==> run_1/gate_families.png <==
(8 px per um)
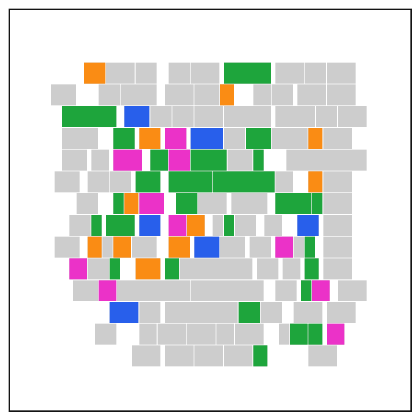
==> run_1/zoom.png <==
Region (10, 10) to (40, 40) um. Cells in gray, sequential cells in the stronger gray; small squares are vias.
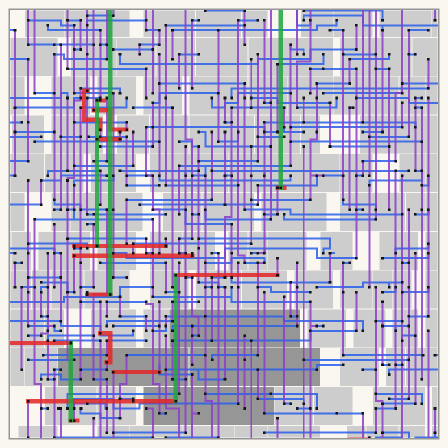
==> run_1/metal_stack.png <==
(8 px per um) Only two layers are drawn.
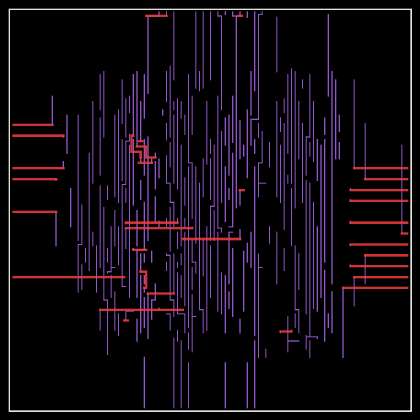
[config.mk]
export PLATFORM = sky130hd
export DESIGN_NAME = multicycle_control_flat
export DESIGN_NICKNAME = d
export VERILOG_FILES = /design/src/rtl/multicycle_control_if.sv /design/src/rtl/multicycle_control.sv /design/src/flat_wrapper.sv
export SDC_FILE = /design/constraint.sdc
export NUM_CORES = 1
export LEC_CHECK = 0
export CAP_MARGIN = 20
export CORE_MARGIN = 5
export CORE_UTILIZATION = 38
export CTS_CLUSTER_DIAMETER = 50
export DETAILED_ROUTE_END_ITERATION = 6
export HOLD_SLACK_MARGIN = 0.08
export PLACE_DENSITY = 0.92
export SLEW_MARGIN = 10
export SYNTH_ARGS = -nofsm -noshare
export SYNTH_HDL_FRONTEND = slang
export SYNTH_SLANG_ARGS = --single-unit
[constraint.sdc]
create_clock -name clk -period 3.2 [get_ports clk]
set_clock_uncertainty 0.1 [all_clocks]
set_input_delay 0.8 -clock clk [delete_from_list [all_inputs] [get_ports clk]]
set_output_delay 0.8 -clock clk [all_outputs]
set_load 0.005 [all_outputs]
[src/rtl/multicycle_control_if.sv]
// Control bus between the multicycle datapath (master) and its controller (slave).
// All signals are level-valued every cycle; there is no valid/ready handshake on this bus.
interface multicycle_control_if;
    logic [5:0] opcode;
    logic [5:0] funct;
    logic       zero;
    logic       overflow;
    logic [3:0] alu_control;
    logic       alu_src_a;
    logic [1:0] alu_src_b;
    logic       pc_write;
    logic       pc_write_cond;
    logic       iord;
    logic       mem_read;
    logic       mem_write;
    logic       ir_write;
    logic       reg_write;
    logic       reg_dst;
    logic       mem_to_reg;
    logic [1:0] pc_source;
    logic       exception;
    logic [3:0] state;

    modport master (
        output opcode, funct, zero, overflow,
        input  alu_control, alu_src_a, alu_src_b, pc_write, pc_write_cond,
        input  iord, mem_read, mem_write, ir_write, reg_write, reg_dst,
        input  mem_to_reg, pc_source, exception, state
    );

    modport slave (
        input  opcode, funct, zero, overflow,
        output alu_control, alu_src_a, alu_src_b, pc_write, pc_write_cond,
        output iord, mem_read, mem_write, ir_write, reg_write, reg_dst,
        output mem_to_reg, pc_source, exception, state
    );
endinterface

[src/rtl/multicycle_control.sv]
// Moore FSM controller for a MIPS-style multicycle datapath.
// Optional feature: define OVERFLOW_TRAP_EN to trap on ADD/SUB/ADDI overflow.
module multicycle_control (
    input  logic                  clk,
    input  logic                  rst_n,
    multicycle_control_if.slave   bus
);

    typedef enum logic [3:0] {
        FETCH  = 4'd0,
        DECODE = 4'd1,
        MEMADR = 4'd2,
        MEMRD  = 4'd3,
        MEMWB  = 4'd4,
        MEMWR  = 4'd5,
        EXEC   = 4'd6,
        RWB    = 4'd7,
        BRANCH = 4'd8,
        IEXEC  = 4'd9,
        IWB    = 4'd10,
        JUMP   = 4'd11,
        TRAP   = 4'd12
    } state_t;

    localparam logic [3:0] ALU_AND  = 4'b0000;
    localparam logic [3:0] ALU_OR   = 4'b0001;
    localparam logic [3:0] ALU_ADD  = 4'b0010;
    localparam logic [3:0] ALU_SUB  = 4'b0110;
    localparam logic [3:0] ALU_SLT  = 4'b0111;
    localparam logic [3:0] ALU_NOR  = 4'b1100;
    localparam logic [3:0] ALU_LUI  = 4'b0101;
    localparam logic [3:0] ALU_BNE  = 4'b1010;
    localparam logic [3:0] ALU_BGEZ = 4'b1111;

    localparam logic [5:0] OP_RTYPE = 6'b000000;
    localparam logic [5:0] OP_LW    = 6'b100011;
    localparam logic [5:0] OP_SW    = 6'b101011;
    localparam logic [5:0] OP_BEQ   = 6'b000100;
    localparam logic [5:0] OP_BNE   = 6'b000101;
    localparam logic [5:0] OP_BGEZ  = 6'b000001;
    localparam logic [5:0] OP_ADDI  = 6'b001000;
    localparam logic [5:0] OP_LUI   = 6'b001111;
    localparam logic [5:0] OP_J     = 6'b000010;

    localparam logic [5:0] FN_ADD = 6'b100000;
    localparam logic [5:0] FN_SUB = 6'b100010;
    localparam logic [5:0] FN_AND = 6'b100100;
    localparam logic [5:0] FN_OR  = 6'b100101;
    localparam logic [5:0] FN_SLT = 6'b101010;
    localparam logic [5:0] FN_NOR = 6'b100111;

    state_t     state_q;
    state_t     state_d;
    logic [3:0] rtype_alu;
    logic       exec_trap;
    logic       iexec_trap;

    // Branch resolution (pc_write_cond & zero) happens in the datapath.
    logic zero_unused;
    assign zero_unused = bus.zero;

    always_comb begin
        rtype_alu = ALU_ADD;
        case (bus.funct)
            FN_ADD:  rtype_alu = ALU_ADD;
            FN_SUB:  rtype_alu = ALU_SUB;
            FN_AND:  rtype_alu = ALU_AND;
            FN_OR:   rtype_alu = ALU_OR;
            FN_SLT:  rtype_alu = ALU_SLT;
            FN_NOR:  rtype_alu = ALU_NOR;
            default: rtype_alu = ALU_ADD;
        endcase
    end

`ifdef OVERFLOW_TRAP_EN
    // Only arithmetic that can overflow in the signed sense is trapped.
    assign exec_trap  = bus.overflow && ((rtype_alu == ALU_ADD) || (rtype_alu == ALU_SUB));
    assign iexec_trap = bus.overflow && (bus.opcode == OP_ADDI);
`else
    logic overflow_unused;
    assign overflow_unused = bus.overflow;
    assign exec_trap       = 1'b0;
    assign iexec_trap      = 1'b0;
`endif

    always_ff @(posedge clk or negedge rst_n) begin
        if (!rst_n) begin
            state_q <= FETCH;
        end else begin
            state_q <= state_d;
        end
    end

    always_comb begin
        state_d           = state_q;
        bus.alu_control   = ALU_ADD;
        bus.alu_src_a     = 1'b0;
        bus.alu_src_b     = 2'd0;
        bus.pc_write      = 1'b0;
        bus.pc_write_cond = 1'b0;
        bus.iord          = 1'b0;
        bus.mem_read      = 1'b0;
        bus.mem_write     = 1'b0;
        bus.ir_write      = 1'b0;
        bus.reg_write     = 1'b0;
        bus.reg_dst       = 1'b0;
        bus.mem_to_reg    = 1'b0;
        bus.pc_source     = 2'd0;
        bus.exception     = 1'b0;

        case (state_q)
            FETCH: begin
                bus.mem_read  = 1'b1;
                bus.ir_write  = 1'b1;
                bus.alu_src_b = 2'd1;
                bus.pc_write  = 1'b1;
                state_d       = DECODE;
            end
            DECODE: begin
                // Branch target is computed speculatively while the opcode is decoded.
                bus.alu_src_b = 2'd3;
                case (bus.opcode)
                    OP_LW, OP_SW:            state_d = MEMADR;
                    OP_RTYPE:                state_d = EXEC;
                    OP_BEQ, OP_BNE, OP_BGEZ: state_d = BRANCH;
                    OP_ADDI, OP_LUI:         state_d = IEXEC;
                    OP_J:                    state_d = JUMP;
                    default:                 state_d = FETCH;
                endcase
            end
            MEMADR: begin
                bus.alu_src_a = 1'b1;
                bus.alu_src_b = 2'd2;
                state_d       = (bus.opcode == OP_LW) ? MEMRD : MEMWR;
            end
            MEMRD: begin
                bus.mem_read = 1'b1;
                bus.iord     = 1'b1;
                state_d      = MEMWB;
            end
            MEMWB: begin
                bus.reg_write  = 1'b1;
                bus.mem_to_reg = 1'b1;
                state_d        = FETCH;
            end
            MEMWR: begin
                bus.mem_write = 1'b1;
                bus.iord      = 1'b1;
                state_d       = FETCH;
            end
            EXEC: begin
                bus.alu_src_a   = 1'b1;
                bus.alu_control = rtype_alu;
                state_d         = exec_trap ? TRAP : RWB;
            end
            RWB: begin
                bus.reg_write = 1'b1;
                bus.reg_dst   = 1'b1;
                state_d       = FETCH;
            end
            BRANCH: begin
                bus.alu_src_a     = 1'b1;
                bus.pc_write_cond = 1'b1;
                bus.pc_source     = 2'd1;
                case (bus.opcode)
                    OP_BNE:  bus.alu_control = ALU_BNE;
                    OP_BGEZ: bus.alu_control = ALU_BGEZ;
                    default: bus.alu_control = ALU_SUB;
                endcase
                state_d = FETCH;
            end
            IEXEC: begin
                bus.alu_src_a   = 1'b1;
                bus.alu_src_b   = 2'd2;
                bus.alu_control = (bus.opcode == OP_LUI) ? ALU_LUI : ALU_ADD;
                state_d         = iexec_trap ? TRAP : IWB;
            end
            IWB: begin
                bus.reg_write = 1'b1;
                state_d       = FETCH;
            end
            JUMP: begin
                bus.pc_write  = 1'b1;
                bus.pc_source = 2'd2;
                state_d       = FETCH;
            end
            TRAP: begin
                bus.exception = 1'b1;
                state_d       = FETCH;
            end
            default: begin
                state_d = FETCH;
            end
        endcase
    end

    assign bus.state = state_q;

endmodule

[src/flat_wrapper.sv]
// flat-port wrapper written by rule: the top's interface ports become plain ports
module multicycle_control_flat 
  (clk, rst_n, bus_opcode, bus_funct, bus_zero, bus_overflow, bus_alu_control, bus_alu_src_a, bus_alu_src_b, bus_pc_write, bus_pc_write_cond, bus_iord, bus_mem_read, bus_mem_write, bus_ir_write, bus_reg_write, bus_reg_dst, bus_mem_to_reg, bus_pc_source, bus_exception, bus_state);
  multicycle_control_if bus_i ();
  input  logic clk;
  input  logic rst_n;
  input wire logic [$bits(bus_i.opcode)-1:0] bus_opcode;
  input wire logic [$bits(bus_i.funct)-1:0] bus_funct;
  input wire logic [$bits(bus_i.zero)-1:0] bus_zero;
  input wire logic [$bits(bus_i.overflow)-1:0] bus_overflow;
  output wire logic [$bits(bus_i.alu_control)-1:0] bus_alu_control;
  output wire logic [$bits(bus_i.alu_src_a)-1:0] bus_alu_src_a;
  output wire logic [$bits(bus_i.alu_src_b)-1:0] bus_alu_src_b;
  output wire logic [$bits(bus_i.pc_write)-1:0] bus_pc_write;
  output wire logic [$bits(bus_i.pc_write_cond)-1:0] bus_pc_write_cond;
  output wire logic [$bits(bus_i.iord)-1:0] bus_iord;
  output wire logic [$bits(bus_i.mem_read)-1:0] bus_mem_read;
  output wire logic [$bits(bus_i.mem_write)-1:0] bus_mem_write;
  output wire logic [$bits(bus_i.ir_write)-1:0] bus_ir_write;
  output wire logic [$bits(bus_i.reg_write)-1:0] bus_reg_write;
  output wire logic [$bits(bus_i.reg_dst)-1:0] bus_reg_dst;
  output wire logic [$bits(bus_i.mem_to_reg)-1:0] bus_mem_to_reg;
  output wire logic [$bits(bus_i.pc_source)-1:0] bus_pc_source;
  output wire logic [$bits(bus_i.exception)-1:0] bus_exception;
  output wire logic [$bits(bus_i.state)-1:0] bus_state;
  assign bus_i.opcode = bus_opcode;
  assign bus_i.funct = bus_funct;
  assign bus_i.zero = bus_zero;
  assign bus_i.overflow = bus_overflow;
  assign bus_alu_control = bus_i.alu_control;
  assign bus_alu_src_a = bus_i.alu_src_a;
  assign bus_alu_src_b = bus_i.alu_src_b;
  assign bus_pc_write = bus_i.pc_write;
  assign bus_pc_write_cond = bus_i.pc_write_cond;
  assign bus_iord = bus_i.iord;
  assign bus_mem_read = bus_i.mem_read;
  assign bus_mem_write = bus_i.mem_write;
  assign bus_ir_write = bus_i.ir_write;
  assign bus_reg_write = bus_i.reg_write;
  assign bus_reg_dst = bus_i.reg_dst;
  assign bus_mem_to_reg = bus_i.mem_to_reg;
  assign bus_pc_source = bus_i.pc_source;
  assign bus_exception = bus_i.exception;
  assign bus_state = bus_i.state;
  multicycle_control u_core (.clk(clk), .rst_n(rst_n), .bus(bus_i));
endmodule
==> ci_impl_report.md, run 1 <==
## Implementation flow summary

| Metric | Value |
|---|---|
| Status | completed |
| Flop share of the area | 8.37% |
| Total Power | 482 uW |
| Top-area cell share | 16.4% |
| WL/cell | 17.8 um |
| Mean post-synth cell area | 7.52 um2 |
| Seq cells | 4 |
| Ys cells | 81 |
| ANT nets after route | 0 |
| CP max-delay cell | clkdlybuf4s50_1 |
| Gr usage total | 18.9% |
| CTS tree | yes |
| Multi-input gate area | 552 um2 |
| Fmax achieved | 0.319 GHz |
| Post-route cell area | 0.00120 mm2 |
| Hold WS | 660 ps |
| Vias | 930 |
| Fraction of layout instances using a drive strength above 1 | 28.0% |
| Worst path required time | 2300 ps |
| NonClk Buf Share | 41.6% |
| Largest net degree at the start of global routing | 15 |
| Final wirelength | 2640 um |
| Tmin final | 3130 ps |
| Iteration-0 DRC Markers | 24 |
| Post-synth top area cell | dfrtp_1 |
| CP delay by family, top | buffers and inverters |
| Placed wire-length estimate | 1790 um |
| Seq/Total Area, Yosys | 16.4% |
| Mapped Nets | 97 |
| CTS H-Tree Depth | 1 |
| Taps Inserted | 16 |
| OpenROAD warnings | 28 |
| Non-Clock Buffer Count | 54 |
| Post-CTS Setup Bufs | 3 |
| Instance count on the critical path | 5 |
| Clock Pin Slew Worst Setup and Hold Paths | 40 ps |
| Crit path from | bus_funct[1] |
| Cells after Synth | 81 |
| Later-pin clock latency in the skew report | 240 ps |
| Synth cell types | 41 |
| Util after Layout | 79.4% |
| Initial core utilization | 40.4% |
| Syn Std Cell Area | 609 um2 |
| Hold Crit Class | primary input to async pin |
| YS chip area | 609 um2 |
| Top Layout Cells | clkdlybuf4s50_1 (25), buf_4 (18), nor2_1 (8) |
| First drt pass iteration count | 4 |
| Placed Area | 0.00107 mm2 |
## Picture notes: gate_families.png
- orange: inverting AOI/OAI gates (cells 11; most used o21ai_0)
- magenta: AND and OR gates (cells 10; most used and3_1)
- blue: AND-OR and OR-AND gates (cells 6)
- green: NOR gates (cells 26; most used nor2_1)
final std cells w/o fill: 148
multi-input combinational area share: 46.1%
Commonest Layout Cell: clkdlybuf4s50_1

## Picture notes: zoom.png
- purple: met2
- green: met4
- blue: met1
- red: met3
- sequential cells in the window: 4
- cells with their middle in the window: 87
- most frequent: buf_4 (13), nor2_1 (8), dfrtp_1 (4)
- netlist names of flops here include: u_core.bus.state (4)

## Picture notes: metal_stack.png
- purple: met2 (wire length 1370 um)
- red: met3 (wire length 164 um)

## run 1: cells by family (layout without fill, tap and decap cells)
| logic type | Yosys count | after routing | synth area share (%) |
|---|---|---|---|
| flops | 4 | 4 | 16.4 |
| mux | 1 | 1 | 1.64 |
| buf+inv | 7 | 58 | 5.54 |
| compound gates | 17 | 17 | 20.1 |
| xor+xnor | 2 | 2 | 2.88 |
| simple gates | 50 | 50 | 53.4 |
## run 1: power breakdown
part,internal [mW],switching (mW)
Clock,0.0421,0.0232
Combinational,0.190,0.129
Sequential,0.0609,0.0365
## run 1: layer usage
layer / share of wire (%) / track usage [%] / vias to the layer above
met2: 52 / 35.1 / 40
li1: - / - / 417
met1: 39 / 20.0 / 462
met5: 0 / 0 / -
met3: 6.2 / 4.52 / 11
met4: 2.8 / 6.99 / 0
==> run_1/wire_density.png <==
(6 px per um) The die is cut into 10 by 10 equal tiles; dark purple is low, yellow is high, scaled to the fullest tile. Values are wire area over tile area, all layers added.
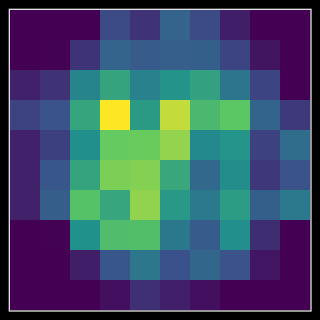

==> inputs of run 2 (changes only) <==
CORE_ASPECT_RATIO = 0.7   (was default)
CORE_UTILIZATION = 32   (was 38)
PLACE_DENSITY = 0.84   (was 0.92)
TNS_END_PERCENT = 20   (was default)
clock period = 2.75 ns   (was 3.2 ns; I/O delays follow)
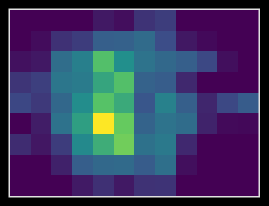
(run_2/wire_density.png)
(4 px per um) The die is cut into 12 by 9 equal tiles; dark purple is low, yellow is high, scaled to the fullest tile. Values are wire area over tile area, all layers added.
- nearly empty tiles: 29%
- mean over tiles: 0.15
- emptiest ninth of the die: bottom right
- tiles over half the peak: 9.3%
vias: 892
final wirelength: 2610 um
gr usage total: 16.7%
WL/cell: 16.9 um

==> ci_impl_report.md, run 2 <==
## Implementation flow summary

| Metric | Value |
|---|---|
| Status | completed |
| Clock net power | 73.5 uW |
| Top Metal Used | met4 |
| Largest net degree at the start of global routing | 15 |
| OpenROAD warnings | 29 |
| Placed Area | 0.00108 mm2 |
| Mux area share | 1.64% |
| Ys cells | 81 |
| Sw Ratio | 38.3% |
| Synth cell types | 41 |
| Iteration-0 DRC Markers | 32 |
| Syn Std Cell Area | 609 um2 |
| Final std cells w/o fill | 155 |
| Pint | 352 uW |
| Placed wire-length estimate | 1760 um |
| Worst path required time | 1960 ps |
| Metal3 WL | 144 um |
| Psw | 218 uW |
| Largest combinational cell category by area | simple AND/OR/NAND/NOR gates |
| Fmax achieved | 0.371 GHz |
| Metal-1 WL | 1070 um |
| Combinational Power Share | 73.0% |
| ANT nets after route | 0 |
| M1 GR Usage | 18.6% |
| Seq pwr share | 14.1% |
| Adder-cell share of the synthesized area | 0% |
| XORs/XNORs by Area | 2.87% |
| Crit path from | bus_opcode[4] |
| P_comb | 416 uW |
| Post-CTS Setup Bufs | 2 |
| Max power group | combinational logic |
| Top Layout Cells | clkdlybuf4s50_1 (20), buf_4 (19), nor2_1 (9) |
| Met2 wire length | 1310 um |
| Cells after Synth | 81 |
| Hold WS | 563 ps |
| YS chip area | 609 um2 |
| Post-synth top area cell | dfrtp_1 |
| CTS H-Tree Depth | 1 |
| Clock power frac | 12.9% |
## run 2: cell counts after synthesis
No cell type changed its count.
## run 2: through the flow
step | utilization [%] | setup WS, ps | total power [mW]
2_1_floorplan | - | 404 | 0.256
3_3_place_gp | 58.7 | -482 | 0.460
3_5_place_dp | 58.7 | -523 | 0.472
4_1_cts | 63.2 | -181 | 0.558
5_1_grt | 66.2 | -29.4 | 0.613
6_report | 66.2 | 54.5 | 0.571
## run 2: layout make-up
class / count / area, um2 / area share [%]
multi-input combinational: 70 / 583 / 47.9
timing repair buffer: 55 / 479 / 39.4
sequential: 4 / 100 / 8.23
tap: 22 / 27.5 / 2.26
clock buffer: 3 / 22.5 / 1.85
inverter: 1 / 3.75 / 0.309
Power figures rest on the tool's default switching activity, not on a simulated workload.
